==> config.mk <==
export PLATFORM = sky130hd
export DESIGN_NAME = activation_streamer
export DESIGN_NICKNAME = d
export VERILOG_FILES = /design/src/rtl/activation_streamer_pkg.sv /design/src/rtl/stream_frame_buf.sv /design/src/rtl/activation_streamer.sv
export SDC_FILE = /design/constraint.sdc
export NUM_CORES = 1
export LEC_CHECK = 0
export CAP_MARGIN = 20
export CELL_PAD_IN_SITES_DETAIL_PLACEMENT = 1
export CELL_PAD_IN_SITES_GLOBAL_PLACEMENT = 2
export CORE_AREA = 4 4 234 236
export CTS_BUF_LIST = sky130_fd_sc_hd__clkbuf_4 sky130_fd_sc_hd__clkbuf_8 sky130_fd_sc_hd__clkbuf_16
export DETAILED_ROUTE_END_ITERATION = 7
export DIE_AREA = 0 0 238 240
export GPL_TIMING_DRIVEN = 0
export HOLD_SLACK_MARGIN = 0.02
export PLACE_DENSITY_LB_ADDON = 0.3
export SLEW_MARGIN = 20
export SYNTH_ARGS = -nofsm -noshare
export SYNTH_HDL_FRONTEND = slang
export SYNTH_SLANG_ARGS = --single-unit
export TNS_END_PERCENT = 20
==> constraint.sdc <==
create_clock -name clk -period 2.4 [get_ports clk]
set_input_delay 0.24 -clock clk [delete_from_list [all_inputs] [get_ports clk]]
set_output_delay 0.24 -clock clk [all_outputs]
set_load 0.01 [all_outputs]
==> src/rtl/activation_streamer_pkg.sv <==
// activation_streamer_pkg: state encoding and address-width helper shared by the
//   activation streamer top and its frame buffer.
// Contents: stream_state_t (IDLE/STREAM/DRAIN/DONE), frame_addr_w(side).
package activation_streamer_pkg;

  typedef enum logic [1:0] {
    IDLE   = 2'd0,
    STREAM = 2'd1,
    DRAIN  = 2'd2,
    DONE   = 2'd3
  } stream_state_t;

  // Address width for a side x side frame; never narrower than one bit.
  function automatic int frame_addr_w(input int side);
    if (side * side <= 2) return 1;
    return $clog2(side * side);
  endfunction

endpackage

==> src/rtl/stream_frame_buf.sv <==
// stream_frame_buf: DEPTH x WIDTH frame store, one synchronous write port and
//   one registered read port (write-first on address collision), no reset.
// Ports: clk; wr_en/wr_addr/wr_data write port; rd_addr in, rd_data registered out.
module stream_frame_buf
  import activation_streamer_pkg::*;
#(
  parameter int DEPTH = 36,
  parameter int WIDTH = 16,
  parameter int AW    = 6
) (
  input  logic             clk,
  input  logic             wr_en,
  input  logic [AW-1:0]    wr_addr,
  input  logic [WIDTH-1:0] wr_data,
  input  logic [AW-1:0]    rd_addr,
  output logic [WIDTH-1:0] rd_data
);

  logic [WIDTH-1:0] mem [DEPTH];

  always_ff @(posedge clk) begin
    if (wr_en) mem[wr_addr] <= wr_data;
  end

  // Forward a same-cycle write so a frame launched together with a write to
  // word 0 already sees the new value on its first beat.
  always_ff @(posedge clk) begin
    if (wr_en && (wr_addr == rd_addr)) rd_data <= wr_data;
    else                               rd_data <= mem[rd_addr];
  end

endmodule

==> src/rtl/activation_streamer.sv <==
// activation_streamer: streams an n*n activation frame from a local buffer into
//   an accelerator under clock-enable control, then waits for its end-of-op.
// Ports: clk, global_rst_n (sync, active-low); wr_en/wr_addr/wr_data buffer load
//   (IDLE only); start, pause, acc_end controls; ce, activation, busy, done, timeout.
// Optional: define STREAMER_TIMEOUT_EN for the DRAIN watchdog (else timeout=0).
module activation_streamer
  import activation_streamer_pkg::*;
#(
  parameter  int n       = 6,
  parameter  int N       = 16,
  parameter  int TIMEOUT = 64,
  localparam int ADDR_W  = frame_addr_w(n)
) (
  input  logic              clk,
  input  logic              global_rst_n,
  input  logic              wr_en,
  input  logic [ADDR_W-1:0] wr_addr,
  input  logic [N-1:0]      wr_data,
  input  logic              start,
  input  logic              pause,
  input  logic              acc_end,
  output logic              ce,
  output logic [N-1:0]      activation,
  output logic              busy,
  output logic              done,
  output logic              timeout
);

  localparam int                WORDS     = n * n;
  localparam logic [ADDR_W:0]   WORDS_CNT = (ADDR_W + 1)'(WORDS);
  localparam logic [ADDR_W-1:0] LAST_IDX  = ADDR_W'(WORDS - 1);

  if (TIMEOUT < 1) begin : g_bad_timeout
    $error("activation_streamer: TIMEOUT must be at least 1");
  end

  stream_state_t     state, state_nxt;
  logic [ADDR_W-1:0] idx, idx_nxt;
  logic              paused_q;
  logic              run;
  logic              consume;
  logic              buf_wr;
  logic              wd_expire;
  logic [N-1:0]      rd_data;

  // ce for the current cycle is the registered inverse of last cycle's pause.
  assign run     = !paused_q;
  // A word counts as issued only in a STREAM cycle where ce is high, so a
  // pause never drops or repeats a word seen with ce=1.
  assign consume = (state == STREAM) && run;
  assign buf_wr  = (state == IDLE) && wr_en && ({1'b0, wr_addr} < WORDS_CNT);

  // Read address is the index of the word to present next cycle.
  always_comb begin
    idx_nxt = '0;
    if (state == STREAM) begin
      if (!consume)              idx_nxt = idx;
      else if (idx != LAST_IDX)  idx_nxt = idx + ADDR_W'(1);
    end
  end

  stream_frame_buf #(
    .DEPTH (WORDS),
    .WIDTH (N),
    .AW    (ADDR_W)
  ) u_buf (
    .clk     (clk),
    .wr_en   (buf_wr),
    .wr_addr (wr_addr),
    .wr_data (wr_data),
    .rd_addr (idx_nxt),
    .rd_data (rd_data)
  );

  // State register
  always_ff @(posedge clk) begin
    if (!global_rst_n) state <= IDLE;
    else               state <= state_nxt;
  end

  // Next-state logic
  always_comb begin
    state_nxt = state;
    case (state)
      IDLE:    if (start) state_nxt = STREAM;
      STREAM:  if (consume && (idx == LAST_IDX)) state_nxt = DRAIN;
      DRAIN:   if (acc_end || wd_expire) state_nxt = DONE;
      DONE:    state_nxt = IDLE;
      default: state_nxt = IDLE;
    endcase
  end

  // Output logic
  always_comb begin
    ce         = 1'b0;
    busy       = 1'b0;
    done       = 1'b0;
    activation = '0;
    case (state)
      STREAM: begin
        ce         = run;
        busy       = 1'b1;
        activation = rd_data;
      end
      DRAIN: begin
        ce   = run;
        busy = 1'b1;
      end
      DONE:    done = 1'b1;
      default: ;
    endcase
  end

  always_ff @(posedge clk) begin
    if (!global_rst_n) begin
      idx      <= '0;
      paused_q <= 1'b0;
    end else begin
      idx      <= idx_nxt;
      paused_q <= pause && ((state == STREAM) || (state == DRAIN));
    end
  end

`ifdef STREAMER_TIMEOUT_EN
  localparam int WD_W = $clog2(TIMEOUT + 1);

  logic [WD_W-1:0] wd_cnt;
  logic            timeout_q;

  // Counts only DRAIN cycles with ce high; paused cycles do not age the frame.
  always_ff @(posedge clk) begin
    if (!global_rst_n)       wd_cnt <= '0;
    else if (state != DRAIN) wd_cnt <= '0;
    else if (run)            wd_cnt <= wd_cnt + WD_W'(1);
  end

  assign wd_expire = (state == DRAIN) && run && (wd_cnt == WD_W'(TIMEOUT - 1));

  // acc_end in the expiry cycle wins: a normal completion, no timeout flag.
  always_ff @(posedge clk) begin
    if (!global_rst_n)                   timeout_q <= 1'b0;
    else if ((state == IDLE) && start)   timeout_q <= 1'b0;
    else if (wd_expire && !acc_end)      timeout_q <= 1'b1;
  end

  assign timeout = timeout_q;
`else
  assign wd_expire = 1'b0;
  assign timeout   = 1'b0;
`endif

endmodule

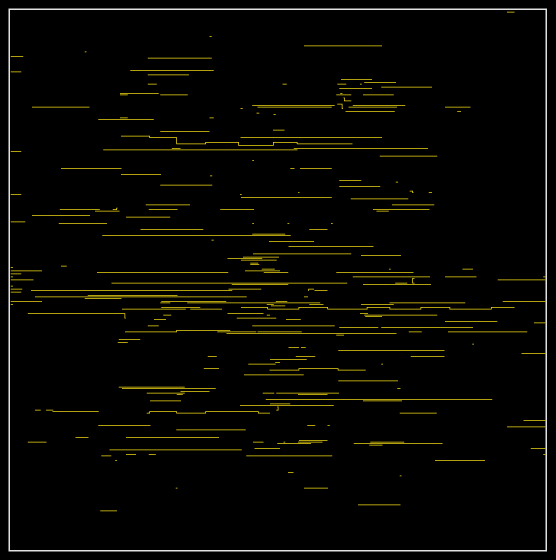
Figure 1: run 1, the metal 3 layer.
The wires run mostly horizontal. 151 nets have wire on it. The layer carries 4140 µm of wire.
Routed WL: 62.0 mm
total via count in the routed design: 11800
global routing met3 resource utilization: 4.35%

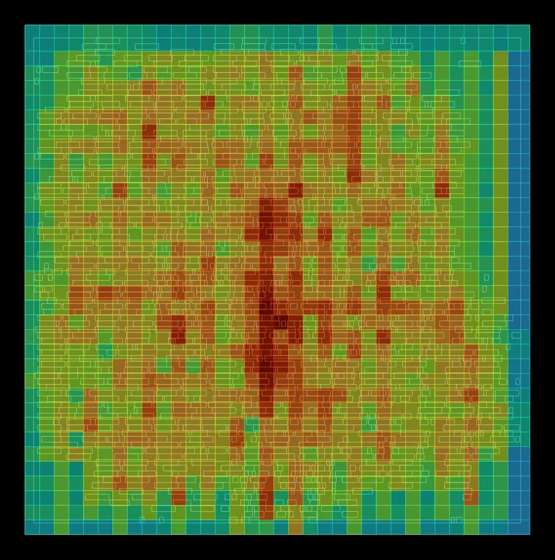
Figure 2: run 1, routing congestion.
Global Route met1 Usage: 31.1%
routing layer with the top usage in global route: met2
final cell utilization of the core: 54.9%

==> notes.org, run 1 <==
* Implementation run

** Final layout
- Non-clock inverter count :: 6
- Antenna diode instance count :: 0
- In this run the layout overhead on the synthesized area is reported as 25.0%.
- Multi-input combinational cell count :: around 480
- Clock-cell share :: 6.23%
- The library cell used most frequently in the layout, excluding fill and tap cells, is edfxtp_1.
- Summing all multi-input logic gate instances after layout gives 0.00610 mm².

** Drt
- Per the post-route antenna check, the number of violating nets is 0.
- Routed wl met2 :: 29.8 mm
- First-pass iteration count of the detailed router :: 7
- Routed length per placed instance :: 30.1 µm

** Worst hold path
- According to the hold report, the worst path is of the in -> reg type.
- Number of cells on the worst hold path :: 1

** Clock network
- Per the post-CTS timing run, clock transition at the registers of the reported paths is about 0.060 ns.
- In this run the deepest clock path goes through 3 buffers.
- Num Clock Sinks :: around 590

** Place
- Instance area after placement :: 0.0250 mm²
- The congestion estimate from routability-driven global placement came to 0.866.

** Critical path
- Worst path max stage delay :: 0.51 ns
- Crit Reg-Reg Startpoint :: state[1]
- The timing report notes that buffer and inverter cells on the critical path total 3.
- Slack of the worst reg-to-reg path :: -0.09 ns
- Max fanout on the critical path was recorded as 10.
- Walking the critical path from launch to capture passes 7 cell instances.
- The OpenROAD report gives the critical path a required time of around 2.2 ns.

** Final timing
- Final setup violation count :: 88
- Worst Slack Setup Final :: -0.635 ns
- RSZ-0062 raised after global routing :: yes
- The worst pin sits at a relative slew slack of 36.9%.

** Global route
- Global Route met2 Usage :: a little over a third
- The global routing report lists combined usage of all routing layers as approximately 22%.
- Antenna violations before repair :: 2

** Pwr
- The design draws 23.9 mW.
- P_leak :: just under 9 nW
- Of all power groups, the one with the highest power is sequential cells.
- Seq group :: ~11 mW
- Sequential fraction of design power :: a little under half

** Run status
- The final reports fail on negative setup slack.
- Run status :: finished with violations

** Synth
- Flops after synth :: between 500 and 600
- In the synthesized netlist the dominant register cell turns out to be edfxtp_1.
- The synthesis stats list as the most numerous cell edfxtp_1.
- For reference, the top logic cell family by area is multiplexers.
- After synthesis, the design contains about 1100 cells according to Yosys.

** Floorplanning
- The share of the core area taken by cells at floorplan is 43.9%.
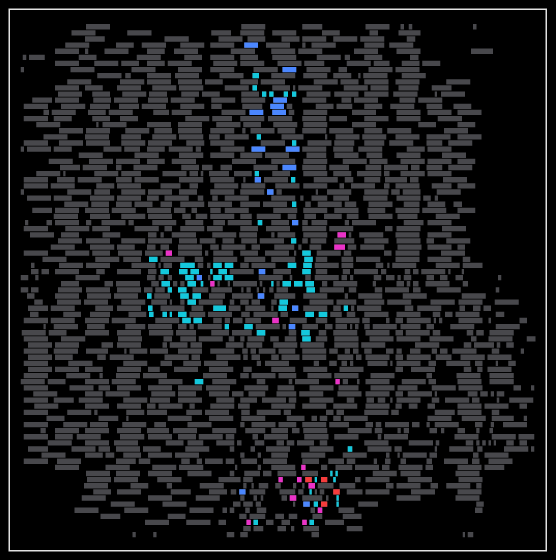
Figure 3: run 1, selected gate families.
nor cells: drawn in cyan, cells 74, most used nor2_4. and/or cells: drawn in magenta, cells 14, most used and2_1. non-inverting ao/oa cells: drawn in blue, cells 19, most used a211o_4. xor and xnor cells: drawn in red, cells 4, most used xor2_1, where south.
Cell Count, Final, Fillers Out: 2060
combinational share of cell area: 21.2%

Figure 4. Metal 2 (run 1).
The bar under the picture is 50 µm long.
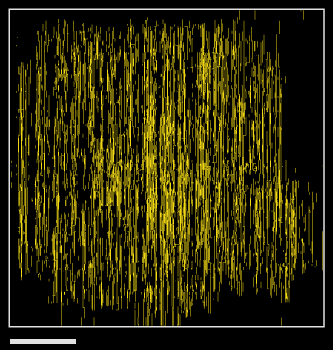

--- run 2 (diff from run 1) ---
--- a/config.mk
+++ b/config.mk
@@ -8,13 +8,15 @@
 export CAP_MARGIN = 20
 export CELL_PAD_IN_SITES_DETAIL_PLACEMENT = 1
 export CELL_PAD_IN_SITES_GLOBAL_PLACEMENT = 2
-export CORE_AREA = 4 4 234 236
+export CORE_AREA = 4 4 220 222
 export CTS_BUF_LIST = sky130_fd_sc_hd__clkbuf_4 sky130_fd_sc_hd__clkbuf_8 sky130_fd_sc_hd__clkbuf_16
 export DETAILED_ROUTE_END_ITERATION = 7
-export DIE_AREA = 0 0 238 240
+export DIE_AREA = 0 0 224 226
+export DONT_BUFFER_PORTS = 1
 export GPL_TIMING_DRIVEN = 0
 export HOLD_SLACK_MARGIN = 0.02
 export PLACE_DENSITY_LB_ADDON = 0.3
+export SETUP_SLACK_MARGIN = 0.15
 export SLEW_MARGIN = 20
 export SYNTH_ARGS = -nofsm -noshare
 export SYNTH_HDL_FRONTEND = slang
==> constraint.sdc (replaced) <==
create_clock -name clk -period 3 [get_ports clk]
set_input_delay 0.3 -clock clk [delete_from_list [all_inputs] [get_ports clk]]
set_output_delay 0.3 -clock clk [all_outputs]
set_load 0.01 [all_outputs]
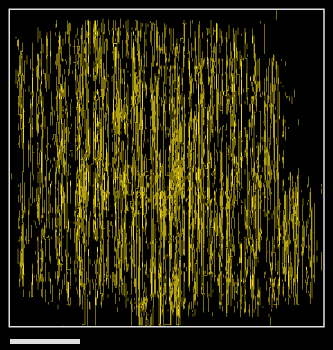
Figure 5: run 2, metal 2.
The bar under the picture is 50 µm long.
The layer holds 47% of the routed length. 1214 nets have wire on it.
total via count in the routed design: 11800
Global Route met2 Usage: 37.8%
Routed WL: 61.0 mm

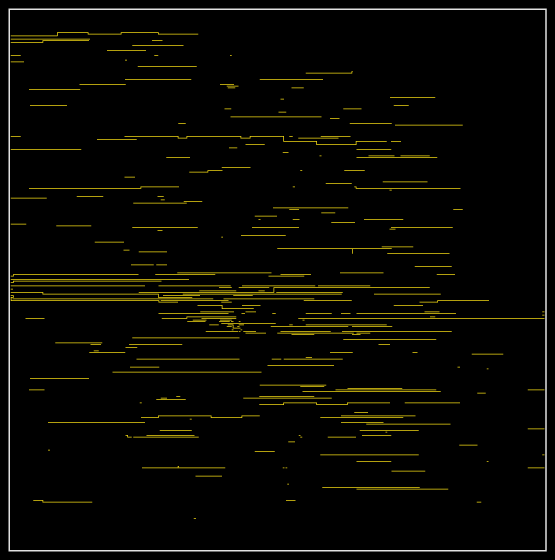
Figure 6: run 2, the metal 3 layer.
The longest straight run is 103 µm. The layer holds 7.1% of the routed length.
global routing met3 resource utilization: 4.97%

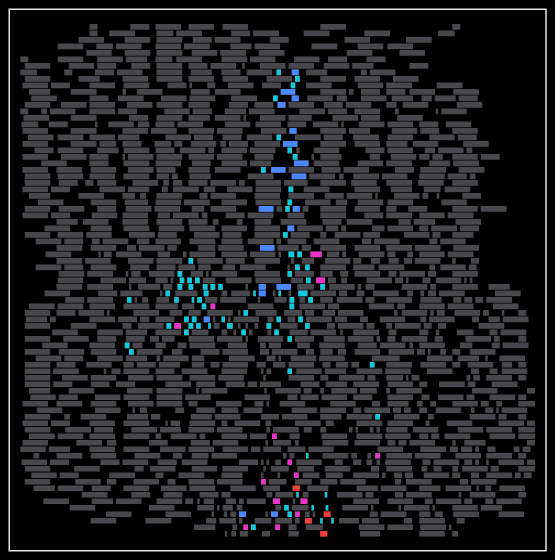
Figure 7: run 2, selected gate families.
non-inverting ao/oa cells: drawn in blue, cells 19, most used a211o_4. nor cells: drawn in cyan, cells 74, most used nor2_2. and/or cells: drawn in magenta, cells 14, most used and2_1, where south. xor and xnor cells: drawn in red, cells 4, most used xor2_1, where south.
Cell Count, Final, Fillers Out: 1937
combinational share of cell area: 20.5%
most frequent logic cell in the layout: edfxtp_1

==> notes.org, run 2 <==
* Implementation run

** Drt
- Nets still carrying antenna violations after routing amount to 0.
- The first detailed-routing pass took 5 iterations.
- In this run, the number of DRC markers left after iteration 0 of detailed routing was approximately 1400.
- Wire length on met1 :: around 26 mm
- Ratio of routed vias to standard cells :: slightly above 6
- The routed design shows a wire length per standard cell of 31.5 µm.
- In the detailed route, the total length drawn on met2 is between 20 and 30 mm.

** Floorplanning
- From left edge to right edge, the die measures between 200 and 250 µm.
- Core Density at Floorplan :: 49.7%
- According to the floorplan log, the row count is 79.
- In this run the count of I/O pins placed on the die edge is about 48.

** Final timing
- Final setup violation count :: 0
- Between clock sinks in the finished design, the worst skew comes to 0.0223 ns.
- At the pin with the least slew margin, the transition time is around 1 ns.
- Max transition margin :: 32.1%
- The final timing report gives a worst setup slack of between 0.08 and 0.09 ns.
- Setup repair after global routing could not meet its margin everywhere.
- Period utilization :: 97.3%

** Clock network
- Per the post-CTS timing run, clock transition at the registers of the reported paths is about 0.07 ns.
- No sink is reached through more buffers than the 3 on the longest clock path.
- The clock H-tree reported by CTS has 2 levels.
- Once the clock tree was built, the setup fixing pass inserted 7 buffers.
- Num Clock Sinks :: just under 600
- Total of hold buffers inserted after clock tree synthesis :: 34
- CTS tree :: done

** Final layout
- After layout the signal buffers, clock cells excluded, come to around 6.7% of cell area.
- For this run, the post-layout net count is 1312.
- Most area-hungry cell class in the final design :: flip-flops and latches
- Antenna diode instance count :: 3
- Combinational gate area :: 0.00572 mm²
- roughly 480 cells are multi-input combinational gates.
- Clk_buf instances :: 77
- Non-clock inverter count :: 6
- Largest registers :: u_buf.mem: 576 flops, idx: 6 flops, state: 2 flops
- Area of all placed cells without fillers :: ~0.028 mm²
- Cells fill between 60% and 70% of the core in the end.
- The clock network takes up 6.86% of total cell area after layout.
- The area growth from synthesis to layout is 21.1%.
- In the final layout, the share of cells above drive strength 1 is between 30% and 40%.
- Ranked by flip-flop count, first place goes to u_buf.mem.

** Synth
- Looking at area per cell type in the netlist, the leader is edfxtp_1.
- Yosys Instances :: roughly 1100
- The synthesis run shows multiplexers occupying roughly 15% of the cell area.
- Simple-Gate Fraction of Synth Area :: under 10%
- Most popular library cell in the synthesized design by count :: edfxtp_1
- Most common flop cell mapped by yosys :: edfxtp_1
- Post-synthesis, Yosys gives the total cell area as roughly 0.023 mm².
- Area share of the largest cell type after synthesis :: about 75%
- The synthesized netlist contains 45 unique library cells.
- Number of warnings printed during yosys synthesis :: 0
- After Yosys synthesis, full adders, half adders and majority gates account for 0.272% of the synthesized area.
- Synthesis handed over a netlist of around 1100 instances.
- Flops after synth :: about 590
- Cell types occupying the most area after synthesis :: edfxtp_1, mux4_2, mux2i_1, dfxtp_1, mux2_2
- Per-instance average area after synthesis :: slightly above 20 µm²
- Top comb family, area :: multiplexers

** Worst hold path
- The path with the worst hold slack has its endpoint at state[0].
- Number of cells on the worst hold path :: 3
- Hold Crit Class :: in -> reg

** Critical path
- The worst setup path is launched from a flip-flop.
- Together, buffers and inverters on the worst path number 3.
- Per the timing report, the most critical flop-to-flop path originates at state[0].
- Largest fanout on the critical path :: 7
- Cells along the critical path :: buf_12, buf_12, buf_16, mux4_2, a22o_1, a311oi_4
- Library cell contributing the largest single delay on the critical path :: mux4_2
- In this run the register-to-register setup slack is roughly 0.26 ns.
- For this run, the slowest stage of the critical path takes approximately 0.57 ns.
- Data required time of the critical path :: around 2.7 ns
- Stages on the worst setup path :: 6

** Global route
- Routing layer with the top usage in global route :: met2
- Across every metal layer, demand over resource in global routing totals 24.3%.
- Entering global routing, the biggest net connects 37 pins.
- Global Route met1 Usage :: a little over a third
- The number of antenna violations at the first check in global routing came to 4.

** Place
- Post-DP HPWL :: 38.7 mm
- Once placement finished, the instance area stood at about 0.024 mm².
- Per the placement log, port buffering inserted 0 buffers.
- Routability-driven placement finished with a final weighted congestion of between 0.9 and 1.

** Pwr
- Biggest consumer :: sequential cells
- Overall Power :: approximately 19 mW
- Sequential fraction of design power :: ~48%
- The flow reports power dissipated in the clock network as roughly 7.3 mW.
- Seq group :: slightly above 9 mW
- P_leak :: roughly 8.5 nW
- Internal power :: between 10 and 15 mW

** Run status
- Run status :: finished, final reports clean

** Job
- OpenROAD emitted warnings numbering 31.
Power and IR drop assume default switching activity.
